registers.png
The bar under the picture is 20 µm long. Other sequential cells in the stronger gray, the rest of the logic in the fainter gray.
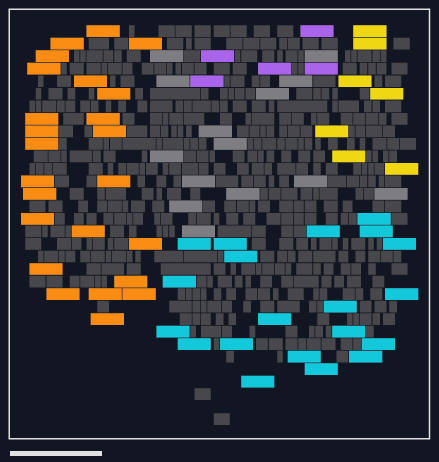
final_clocks.png
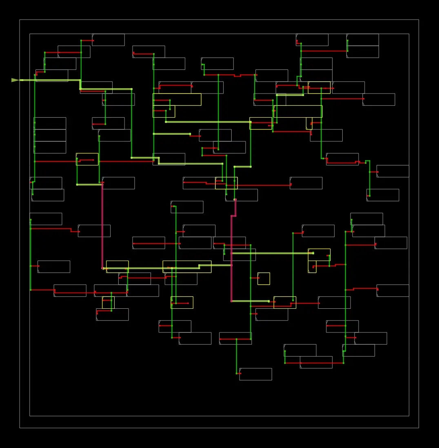
drive_strength.png
The bar under the picture is 20 µm long.
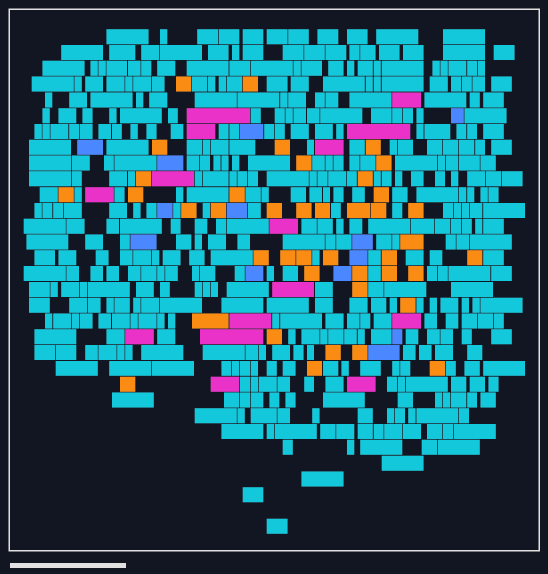
port_nets.png
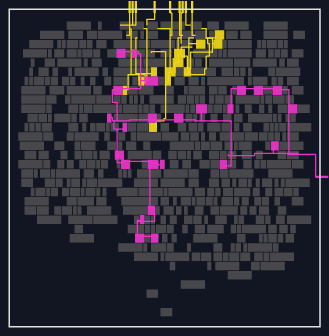
[config.mk]
export PLATFORM = sky130hd
export DESIGN_NAME = song_autoplay_sequencer
export DESIGN_NICKNAME = d
export VERILOG_FILES = /design/src/rtl/song_autoplay_sequencer.sv
export SDC_FILE = /design/constraint.sdc
export NUM_CORES = 1
export LEC_CHECK = 0
export CORE_AREA = 2 2 89 91
export CTS_CLUSTER_SIZE = 28
export DETAILED_ROUTE_END_ITERATION = 16
export DIE_AREA = 0 0 91 93
export PLACE_DENSITY = 0.82
export SLEW_MARGIN = 20
export SYNTH_ARGS = -nofsm -noshare
export SYNTH_HDL_FRONTEND = slang
export SYNTH_SLANG_ARGS = --single-unit
export TNS_END_PERCENT = 50
[constraint.sdc]
create_clock -name clk -period 2.45 [get_ports clk]
set_clock_uncertainty 0.1 [all_clocks]
set_input_delay 0.49 -clock clk [delete_from_list [all_inputs] [get_ports clk]]
set_output_delay 0.49 -clock clk [all_outputs]
set_load 0.02 [all_outputs]
[src/rtl/song_autoplay_sequencer.sv]
// Plays one song from the song ROM: walks {dur, note} entries of the latched song,
// holding each note for dur ticks followed by a silent gap, until a terminator entry.
module song_autoplay_sequencer #(
    parameter int SONG_W      = 3,
    parameter int ADDR_W      = 8,
    parameter int NOTE_W      = 5,
    parameter int DUR_W       = 4,
    parameter int TICK_CYCLES = 12_500_000,
    parameter int GAP_CYCLES  = 1_000_000
) (
    input  logic                      clk,
    input  logic                      rst,
    input  logic                      enable_i,
    input  logic [4:0]                song_idx_i,
    input  logic                      select_i,
    output logic [SONG_W+ADDR_W-1:0]  rom_addr_o,
    input  logic [DUR_W+NOTE_W-1:0]   rom_data_i,
    output logic [NOTE_W-1:0]         note_out_o,
    output logic [SONG_W-1:0]         cur_song_o,
    output logic                      playing_o,
    output logic                      done_o
);

    localparam int TICK_W = (TICK_CYCLES > 1) ? $clog2(TICK_CYCLES) : 1;
    localparam int GAP_W  = (GAP_CYCLES > 1) ? $clog2(GAP_CYCLES) : 1;
    localparam logic [TICK_W-1:0] TICK_LAST = TICK_W'(TICK_CYCLES - 1);
    localparam logic [GAP_W-1:0]  GAP_LAST  = GAP_W'(GAP_CYCLES - 1);

    typedef enum logic [2:0] {
        IDLE,
        FETCH,
        DECODE,
        PLAY,
        GAP,
        DONE
    } state_t;

    state_t                     state_q, state_d;
    logic                       selPrev_q, selPrev_d;
    logic [SONG_W-1:0]          curSong_q, curSong_d;
    logic [ADDR_W-1:0]          notePtr_q, notePtr_d;
    logic [SONG_W+ADDR_W-1:0]   romAddr_q, romAddr_d;
    logic [NOTE_W-1:0]          noteOut_q, noteOut_d;
    logic                       playing_q, playing_d;
    logic                       done_q, done_d;
    logic [TICK_W-1:0]          tickCnt_q, tickCnt_d;
    logic [DUR_W-1:0]           unitCnt_q, unitCnt_d;
    logic [GAP_W-1:0]           gapCnt_q, gapCnt_d;

    logic [DUR_W-1:0]           romDur;
    logic [NOTE_W-1:0]          romNote;
    logic                       startEdge;
    logic                       unusedIdxBits;

    assign romDur        = rom_data_i[DUR_W+NOTE_W-1:NOTE_W];
    assign romNote       = rom_data_i[NOTE_W-1:0];
    assign startEdge     = enable_i && select_i && !selPrev_q;
    assign unusedIdxBits = ^song_idx_i[4:SONG_W];

    always_ff @(posedge clk) begin
        if (!rst) begin
            state_q   <= IDLE;
            selPrev_q <= 1'b0;
            curSong_q <= '0;
            notePtr_q <= '0;
            romAddr_q <= '0;
            noteOut_q <= '0;
            playing_q <= 1'b0;
            done_q    <= 1'b0;
            tickCnt_q <= '0;
            unitCnt_q <= '0;
            gapCnt_q  <= '0;
        end else begin
            state_q   <= state_d;
            selPrev_q <= selPrev_d;
            curSong_q <= curSong_d;
            notePtr_q <= notePtr_d;
            romAddr_q <= romAddr_d;
            noteOut_q <= noteOut_d;
            playing_q <= playing_d;
            done_q    <= done_d;
            tickCnt_q <= tickCnt_d;
            unitCnt_q <= unitCnt_d;
            gapCnt_q  <= gapCnt_d;
        end
    end

    always_comb begin
        state_d   = state_q;
        selPrev_d = select_i;
        curSong_d = curSong_q;
        notePtr_d = notePtr_q;
        noteOut_d = noteOut_q;
        playing_d = playing_q;
        done_d    = 1'b0;
        tickCnt_d = tickCnt_q;
        unitCnt_d = unitCnt_q;
        gapCnt_d  = gapCnt_q;

        if (!enable_i) begin
            state_d   = IDLE;
            noteOut_d = '0;
            playing_d = 1'b0;
        end else if (startEdge && state_q != DONE) begin
            // A start edge restarts from any active state; one landing in DONE is dropped.
            state_d   = FETCH;
            curSong_d = song_idx_i[SONG_W-1:0];
            notePtr_d = '0;
            noteOut_d = '0;
            playing_d = 1'b1;
            tickCnt_d = '0;
            unitCnt_d = '0;
            gapCnt_d  = '0;
        end else begin
            case (state_q)
                FETCH: state_d = DECODE;
                DECODE: begin
                    if (rom_data_i == '0) begin
                        state_d   = DONE;
                        done_d    = 1'b1;
                        playing_d = 1'b0;
                        noteOut_d = '0;
                    end else begin
                        state_d   = PLAY;
                        noteOut_d = romNote;
                        unitCnt_d = (romDur == '0) ? DUR_W'(1) : romDur;
                        tickCnt_d = '0;
                    end
                end
                PLAY: begin
                    if (tickCnt_q == TICK_LAST) begin
                        tickCnt_d = '0;
                        if (unitCnt_q <= DUR_W'(1)) begin
                            state_d   = GAP;
                            noteOut_d = '0;
                            gapCnt_d  = '0;
                        end else begin
                            unitCnt_d = unitCnt_q - DUR_W'(1);
                        end
                    end else begin
                        tickCnt_d = tickCnt_q + TICK_W'(1);
                    end
                end
                GAP: begin
                    if (gapCnt_q == GAP_LAST) begin
                        gapCnt_d = '0;
                        // The last ROM word of a song ends it even without a terminator.
                        if (&notePtr_q) begin
                            state_d   = DONE;
                            done_d    = 1'b1;
                            playing_d = 1'b0;
                        end else begin
                            state_d   = FETCH;
                            notePtr_d = notePtr_q + ADDR_W'(1);
                        end
                    end else begin
                        gapCnt_d = gapCnt_q + GAP_W'(1);
                    end
                end
                DONE: state_d = IDLE;
                default: state_d = IDLE;
            endcase
        end

        romAddr_d = {curSong_d, notePtr_d};
    end

    assign rom_addr_o = romAddr_q;
    assign note_out_o = noteOut_q;
    assign cur_song_o = curSong_q;
    assign playing_o  = playing_q;
    assign done_o     = done_q;

endmodule

==> run summary <==
impl run done, here's what came out: Slowest cell on crit path=or4_1, register area=between 0.001 and 0.0015 mm², Avg WL per Cell=about 15 µm, final WL=approximately 9 mm, Cell Type Count=58, Die Area=0.00846 mm², Post-synth seq share=0.382, Mapped Area=around 0.0037 mm², Area leader share=0.382, Slew headroom=0.635, Initial Utilization=0.488, Setup Crit Path Kind=flip-flop to flip-flop, flop-to-flop setup slack=roughly 150 ps, first drt pass iteration count=4, clock sink count=approximately 70, Tot Pwr=approximately 2.5 mW, # H-tree levels=3, top cells by area=dfxtp_1 38%, nor2_1 5.5%, nand2_1 4.5%, Crit path largest cell delay=470 ps, root cell of the clock tree=clkbuf_8, share of cells above drive strength 1=0.134, Compound-Gate Fraction of Synth Area=0.163, Area after DPL=0.00438 mm², hold_ws=381 ps, Lkg Pwr=approximately 1.6 nW, Max IR drop VDD=roughly 310 µV, Clock Tree Buf Depth=2, DR WL met2=4.55 mm, Multi-In Gates=between 300 and 400, status=completed, Final Critical Period=approximately 2300 ps, Log Warnings=29, total grt overflow=0, Sw Share=0.227, non-clk buf share=0.149, die extent in x=91 µm, Worst setup EP type=flip-flop, dpl cells=approximately 600, Largest Register=tickCnt_q, Floorplan Nets=about 470, critical path launch point type=flip-flop, worst reg-to-reg path cell count=8, logic area=between 0.002 and 0.0025 mm², Synth Instances=445, Non-Filler Instances=between 600 and 700, first-pass GRT wire length=around 15 mm
Back to the opening pictures, registers.png:
- gapCnt_q: cyan (placed flops 20)
- notePtr_q: yellow (placed flops 7; where upper right)
- tickCnt_q: orange (placed flops 24)
- note_out_o: purple (placed flops 5)
fraction of area in registers: 0.303
Sequential Power: 1.16 mW
Util after Layout: 0.615

Back to the opening pictures, final_clocks.png:
Clock group: 1.13 mW
TritonCTS Buffers: 9
Flops: 70
clk latency late pin: 360 ps
CLK BUF: 10

Back to the opening pictures, drive_strength.png:
- drive 3 to 4: orange (cells 41; share 8.0%; most used buf_4)
- drive 2: blue (cells 13; share 2.5%; most used o21ai_2)
- drive 1 or less: cyan (cells 446; share 87%; most used dfxtp_1)
- drive 6 and up: magenta (cells 15; share 2.9%; most used clkbuf_8)
Area Growth Syn to Fin: 26.1%
Signal buffers: 75
Setup WS post-layout: 153 ps
Final Instance Area: 0.00463 mm²

Back to the opening pictures, port_nets.png:
- rom_data_i: yellow (bits 9; direction input; edge top; end cells 13; buffers 10; wire 265 µm)
- rst: magenta (bits 1; direction input; edge right; end cells 24; buffers 2; wire 245 µm)
top-level I/O count: 39
Port Buf Inserts: 36

No activity file was given, so power comes from the tool's default toggle rates.
